### src/rtl/imem_ctrl.sv
// imem_ctrl: writable instruction memory with power-up clear, a one-cycle
// registered fetch port, a stall-hold output stage and fetch exception flags.
// Misaligned or out-of-range fetches return a NOP together with an exception
// code. Loader writes to illegal addresses are dropped without any flag.

module imem_ctrl #(
    parameter  int DATA_W = 32,
    parameter  int DEPTH  = 64,
    localparam int AW     = $clog2(DEPTH)
) (
    input  logic              clk,
    input  logic              reset,
    input  logic              imem_req,
    input  logic [31:0]       imem_pc,
    input  logic              imem_stall,
    input  logic              imem_wr_en,
    input  logic [31:0]       imem_wr_addr,
    input  logic [DATA_W-1:0] imem_wr_data,
    output logic              imem_ready,
    output logic [DATA_W-1:0] imem_instruction,
    output logic              imem_valid,
    output logic [1:0]        imem_exc
);

    // Byte-address limit; one extra bit so DEPTH*4 can never wrap.
    localparam logic [32:0] LIMIT    = 33'(DEPTH) << 2;
    localparam logic [AW-1:0] LAST_W = AW'(DEPTH - 1);

    typedef enum logic {
        CLEAR = 1'b0,
        READY = 1'b1
    } state_t;

    state_t              r_state;
    logic [AW-1:0]       r_cnt;
    logic                r_ready;
    logic                r_valid;
    logic [1:0]          r_exc;
    logic [DATA_W-1:0]   r_instr;
    logic [DATA_W-1:0]   r_mem [DEPTH];

    logic [AW-1:0]       w_rd_idx;
    logic [AW-1:0]       w_wr_idx;
    logic                w_misal;
    logic                w_range;
    logic [1:0]          w_exc;
    logic                w_accept;
    logic                w_wr_ok;
    logic [DATA_W-1:0]   w_rd_data;

    assign w_rd_idx  = imem_pc[AW+1:2];
    assign w_wr_idx  = imem_wr_addr[AW+1:2];
    assign w_rd_data = r_mem[w_rd_idx];

    // Decode fetch exceptions, fetch acceptance and loader write legality.
    always_comb begin
        w_misal  = (imem_pc[1:0] != 2'b00);
        w_range  = ({1'b0, imem_pc} >= LIMIT);
        w_exc    = {w_range, w_misal};
        w_accept = 1'b0;
        w_wr_ok  = 1'b0;
        if (r_state == READY) begin
            w_accept = imem_req && !imem_stall;
            w_wr_ok  = imem_wr_en
                       && (imem_wr_addr[1:0] == 2'b00)
                       && ({1'b0, imem_wr_addr} < LIMIT);
        end else begin
            w_accept = 1'b0;
            w_wr_ok  = 1'b0;
        end
    end

    // Clear/ready sequencer: one NOP write per cycle, then READY until reset.
    always_ff @(posedge clk or posedge reset) begin
        if (reset) begin
            r_state <= CLEAR;
            r_cnt   <= '0;
            r_ready <= 1'b0;
        end else begin
            case (r_state)
                CLEAR: begin
                    r_cnt <= r_cnt + AW'(1);
                    if (r_cnt == LAST_W) begin
                        r_state <= READY;
                        r_ready <= 1'b1;
                    end
                end
                READY: begin
                    r_state <= READY;
                    r_ready <= 1'b1;
                end
                default: begin
                    r_state <= CLEAR;
                    r_cnt   <= '0;
                    r_ready <= 1'b0;
                end
            endcase
        end
    end

    // Memory array: cleared word by word during CLEAR, loader writes in READY.
    // Not reset; the clear sequence provides the known contents.
    always_ff @(posedge clk) begin
        if (r_state == CLEAR) begin
            r_mem[r_cnt] <= '0;
        end else if (w_wr_ok) begin
            r_mem[w_wr_idx] <= imem_wr_data;
        end
    end

    // Output stage: hold on stall, load on accept, otherwise drop valid/exc.
    // The array read sees pre-edge contents, giving read-before-write.
    always_ff @(posedge clk or posedge reset) begin
        if (reset) begin
            r_valid <= 1'b0;
            r_exc   <= 2'b00;
            r_instr <= '0;
        end else if (imem_stall) begin
            r_valid <= r_valid;
            r_exc   <= r_exc;
            r_instr <= r_instr;
        end else if (w_accept) begin
            r_valid <= 1'b1;
            r_exc   <= w_exc;
            r_instr <= (w_exc == 2'b00) ? w_rd_data : '0;
        end else begin
            r_valid <= 1'b0;
            r_exc   <= 2'b00;
        end
    end

    assign imem_ready       = r_ready;
    assign imem_valid       = r_valid;
    assign imem_exc         = r_exc;
    assign imem_instruction = r_instr;

endmodule
### config.mk
export PLATFORM = sky130hd
export DESIGN_NAME = imem_ctrl
export DESIGN_NICKNAME = d
export VERILOG_FILES = /design/src/rtl/imem_ctrl.sv
export SDC_FILE = /design/constraint.sdc
export NUM_CORES = 2
export LEC_CHECK = 0
export ABC_CLOCK_PERIOD_IN_PS = 8100
export CORE_UTILIZATION = 66
export CTS_CLUSTER_DIAMETER = 120
export DETAILED_ROUTE_END_ITERATION = 7
export PLACE_DENSITY = 0.91
export SLEW_MARGIN = 0
export SYNTH_ARGS = -nofsm -noshare
export SYNTH_HDL_FRONTEND = slang
export SYNTH_SLANG_ARGS = --single-unit
export TNS_END_PERCENT = 30
### constraint.sdc
create_clock -name clk -period 8.1 [get_ports clk]
set_input_delay 0.81 -clock clk [delete_from_list [all_inputs] [get_ports clk]]
set_output_delay 0.81 -clock clk [all_outputs]
set_load 0.05 [all_outputs]
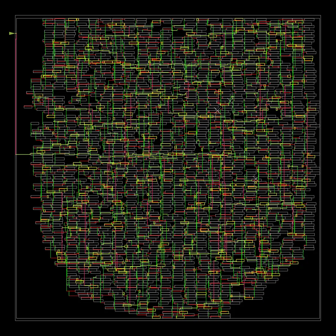
clock_nets.png
CTS buffer count: 190
Final Skew: 63.3 ps
Clock Sinks: 2091
layout clock buffer count: 245
clock latency on the worst-skew pair: 850 ps

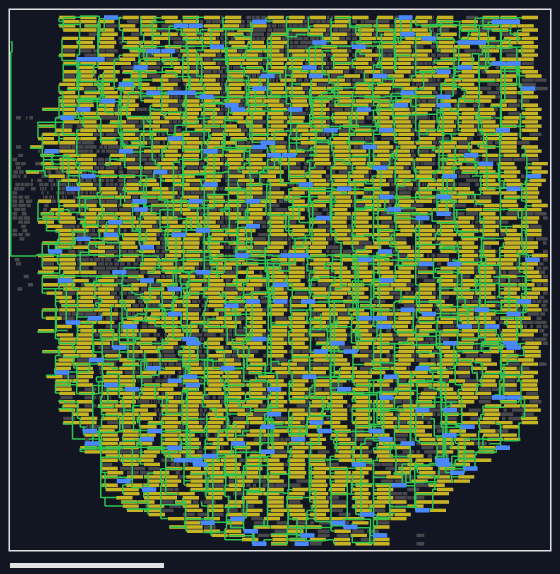
clock_wires.png
Scale bar: 100 um.
[blue] clock-net drivers | count: 190
[yellow] flip-flops | count: 2091
[green] clock wires | length: 24.7 mm
routed clock nets	191
flops lie	spread over the die
Power Clock: 0.00916 W
Clock power frac: 42.7%

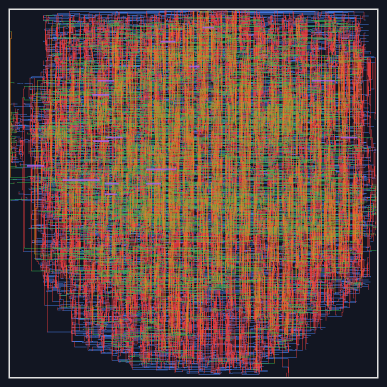
layers.png
color	layer	wire length
red	M2	121 mm
green	M3	46.3 mm
blue	M1	75.0 mm
purple	M5	233 um
orange	M4	28.9 mm
vias post-DR: 48580
gr usage total: 44.4%

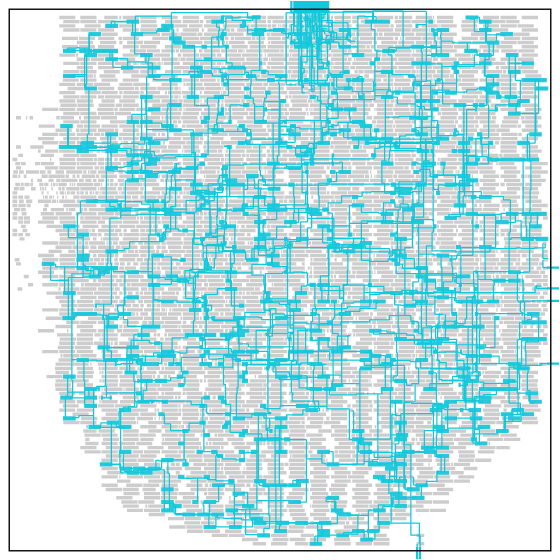
port_trees.png
color	port	bits	direction	end cells	buffers	wire
cyan	`imem_pc`	32	input	778	54	21.9 mm
Port Buffer Count: 136
io pins: 137

[cell type report]
cell class                      count  area, um^2  share of cell area, %
Sequential cell                  2091       62600                   69.1
Multi-Input combinational cell   1439       17400                   19.2
Clock buffer                      245        5080                   5.61
Tap cell                         1612        2020                   2.23
Inverter                           11        41.3                 0.0456
Antenna cell                       10        25.0                 0.0276
Timing Repair Buffer              271        2460                   2.72
Clock inverter                    113         985                   1.09
[critical path, delay by kind of cell (launching register included)]
family	cells	cell delay (ps)
AND/OR/NAND/NOR	2	670
AND-OR/OR-AND	1	1030
flip-flops	1	1010
buffers and inverters	3	1640
[registers in the layout, indices dropped and copies added, names as in the netlist]
name and cells:
imem_valid 1, imem_instruction 32, imem_exc 2, r_cnt 6, r_state 1, imem_ready 1
r_mem 2048
==> results_dict.tcl <==
# yosys + openroad results
set metrics [dict create \
    drt_wl_total_um 271000 \
    status "finished with violations" \
    critical_path_class "flop to flop" \
    max_freq_mhz 212 \
    cap_viol_max_count 1 \
    setup_slack_ps 3370 \
    core_region_area_um2 121000 \
    wl_met3_um 46300 \
    top_cells_by_count "edfxtp_1, mux4_2, nand2_1, clkbuf_1, mux2_2" \
    slew_viol_final 15 \
    gp_congestion 0.886 \
    hold_viol 0 \
    grt_pass1_wl_um 370000 \
    pg_comb_w 0.000625 \
    simple_gate_share_pct 2.80 \
    p_leak_nw 25.8 \
    peakVddDrop_mv 0.248 \
    mux_area_share_pct 14.6 \
    ys_sh_aoi_pct 3.52 \
    layout-drive-gt1-share_pct 25.9 \
    cp_common_cell "buf_4" \
    yosysTopAreaCellShare_pct 76.2 \
    violations "DRC, capacitance limit, slew limit" \
    route.detailed.drc 3 \
    die_w_um 352 \
    met3_usage_pct 17.5 \
    ant_nets 0 \
    p_int_w 0.0168 \
    xor_share_pct 0.0543 \
    layout_top_cell "edfxtp_1" \
]
No activity file was given, so power comes from the tool's default toggle rates.
